## src/rtl/rr_mux_arbiter.sv

```systemverilog
// rr_mux_arbiter: two-requester round-robin arbiter feeding a one-entry registered 2:1 mux output
module rr_mux_arbiter #(
  parameter int DATA_WIDTH = 8
) (
  input  logic                  clk,
  input  logic                  reset,
  input  logic                  a_valid,
  input  logic [DATA_WIDTH-1:0] a_data,
  output logic                  a_ready,
  input  logic                  b_valid,
  input  logic [DATA_WIDTH-1:0] b_data,
  output logic                  b_ready,
  output logic                  out_valid,
  output logic [DATA_WIDTH-1:0] out_data,
  output logic                  out_sel,
  input  logic                  out_ready
);
  logic                  out_valid_q, out_sel_q, last_q;
  logic [DATA_WIDTH-1:0] out_data_q;
  logic                  load_en, grant_v, grant_b;
  always_comb begin
    load_en = !out_valid_q || out_ready;
    grant_v = !reset && load_en && (a_valid || b_valid);
    grant_b = b_valid && (!a_valid || !last_q);
    a_ready = grant_v && !grant_b;
    b_ready = grant_v && grant_b;
  end
  always_ff @(posedge clk) begin
    if (reset) begin
      out_valid_q <= 1'b0;
      out_data_q  <= '0;
      out_sel_q   <= 1'b0;
      last_q      <= 1'b1;
    end else if (grant_v) begin
      out_valid_q <= 1'b1;
      out_data_q  <= grant_b ? b_data : a_data;
      out_sel_q   <= grant_b;
      last_q      <= grant_b;
    end else if (out_ready) begin
      out_valid_q <= 1'b0;
    end
  end
  assign out_valid = out_valid_q;
  assign out_data  = out_data_q;
  assign out_sel   = out_sel_q;
endmodule

```

## config.mk

```make
export PLATFORM = sky130hd
export DESIGN_NAME = rr_mux_arbiter
export DESIGN_NICKNAME = d
export VERILOG_FILES = /design/src/rtl/rr_mux_arbiter.sv
export SDC_FILE = /design/constraint.sdc
export NUM_CORES = 1
export LEC_CHECK = 0
export ABC_AREA = 0
export CAP_MARGIN = 20
export CORE_MARGIN = 5
export CORE_UTILIZATION = 34
export DETAILED_ROUTE_END_ITERATION = 8
export PLACE_DENSITY = 0.72
export SLEW_MARGIN = 30
export SYNTH_ARGS = -nofsm -noshare
export SYNTH_HDL_FRONTEND = slang
export SYNTH_SLANG_ARGS = --single-unit
```

## constraint.sdc

```tcl
create_clock -name clk -period 1.5 [get_ports clk]
set_input_delay 0.3 -clock clk [delete_from_list [all_inputs] [get_ports clk]]
set_output_delay 0.3 -clock clk [all_outputs]
set_load 0.1 [all_outputs]
```

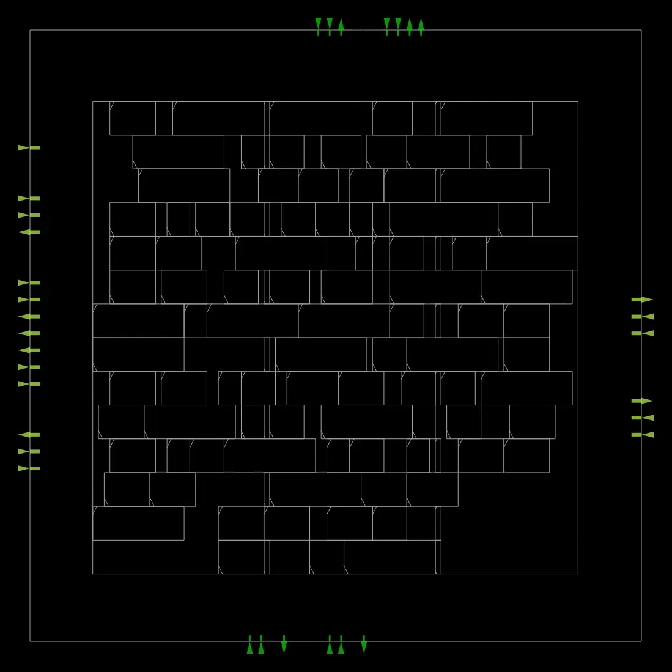
**Above:** placed standard cells.
Taps Inserted: 16
floorplan row count: 14
fraction of area in registers: 0.206

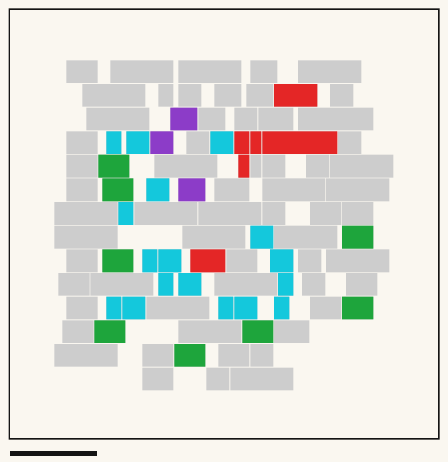
**Above:** gate-type map.
The bar under the picture is 10 um long.
- mux cells: green (cells 8; most used mux2i_1)
- aoi and oai cells: cyan (cells 17)
- nor cells: red (cells 6; most used nor2_1)
- non-inverting ao/oa cells: purple (cells 3)

==> ci_impl_report.md <==
## Implementation flow summary

| Metric | Value |
|---|---|
| Gr ovfl total | `0` |
| Worst clock skew on the final layout | `~0.006 ns` |
| Xor/xnor share | `0` |
| Clock insertion delay at the later pin of the skew report | `around 0.28 ns` |
| TritonRoute pass-1 iters | `4` |
| Transition time at the pin with the least slew margin | `about 0.33 ns` |
| Final-report setup violation count | `3` |
| Worst slack, placed | `-0.386 ns` |
| Stage delay of the slowest cell on the critical path | `roughly 0.38 ns` |
| Violations in the final reports | `setup timing` |
| List of most frequent post-synthesis cells | `sky130_fd_sc_hd__dfxtp_1, sky130_fd_sc_hd__mux2i_1, sky130_fd_sc_hd__o211ai_1, sky130_fd_sc_hd__o21ai_0, sky130_fd_sc_hd__nor2_1` |
| Unrepaired setup endpoints after global routing | `true` |
| HP Start | `b_valid` |
| Sequential fraction of the synthesis area | `0.420` |
| Outcome | `complete, but fails checks` |
| Non-clk bufs | `43` |
| R2r startpoint | `out_valid` |
| Number of flip-flops and latches | `11` |
| Arrival time of data at the critical path endpoint | `about 1.4 ns` |
| Non-clk invs | `1` |
| And+or+nand+nor area frac | `0.115` |
| Net count after synthesis | `between 70 and 80` |
| Buffers and inverters on the worst path | `1` |
| Cell count after synthesis | `51` |
| Count of routing violations after the opening detailed-route iteration | `1` |
| Chip area from the yosys synthesis statistics | `~520 um2` |
| Combinational share of power | `0.446` |
| Setup slack of the critical path after layout | `-0.237 ns` |
| Ant diodes | `0` |
| Metal3 WL | `180 um` |
| Synthesized area per cell | `around 10 um2` |
| Hold worst-path end | `out_valid` |
| Sw Share | `0.392` |
| Sequential cell power | `approximately 340 uW` |
| Number of buffers inserted by hold repair at cts | `0` |
| Via count of the first global-routing pass | `around 580` |
| Power per standard cell area | `between 900 and 1000 mW/mm2` |
| Max capacitance violation total | `0` |
| Post-layout period usage | `1.16` |
| Overall die width | `just under 50 um` |
| Post-cts sizing count | `6` |
| # Cells Yosys | `slightly above 50` |
| Top cell type by total area after synthesis | `sky130_fd_sc_hd__dfxtp_1` |
| Adder Share, Synth | `0` |
| Total area of sequential cells | `~220 um2` |
| CTS Sinks | `11` |
[layer usage]
| layer | vias to the layer above | track usage |
|---|---|---|
| met5 | - | 0 |
| li1 | 278 | - |
| met3 | 4 | 0.0642 |
| met1 | 263 | 0.150 |
| met2 | 28 | 0.206 |
| met4 | 0 | 0.108 |
[registers in the layout, summed over array words and instances (netlist names)]
register	count
out_data	8
out_valid	1
out_sel	1
last_q	1
[metrics by stage]
step / power [uW] / util
2_1_floorplan: 585 / -
3_3_place_gp: 778 / 0.691
3_5_place_dp: 782 / 0.691
4_1_cts: 996 / 0.722
5_1_grt: 1030 / 0.729
6_report: 993 / 0.729
Power is estimated from default activity; no workload was simulated.
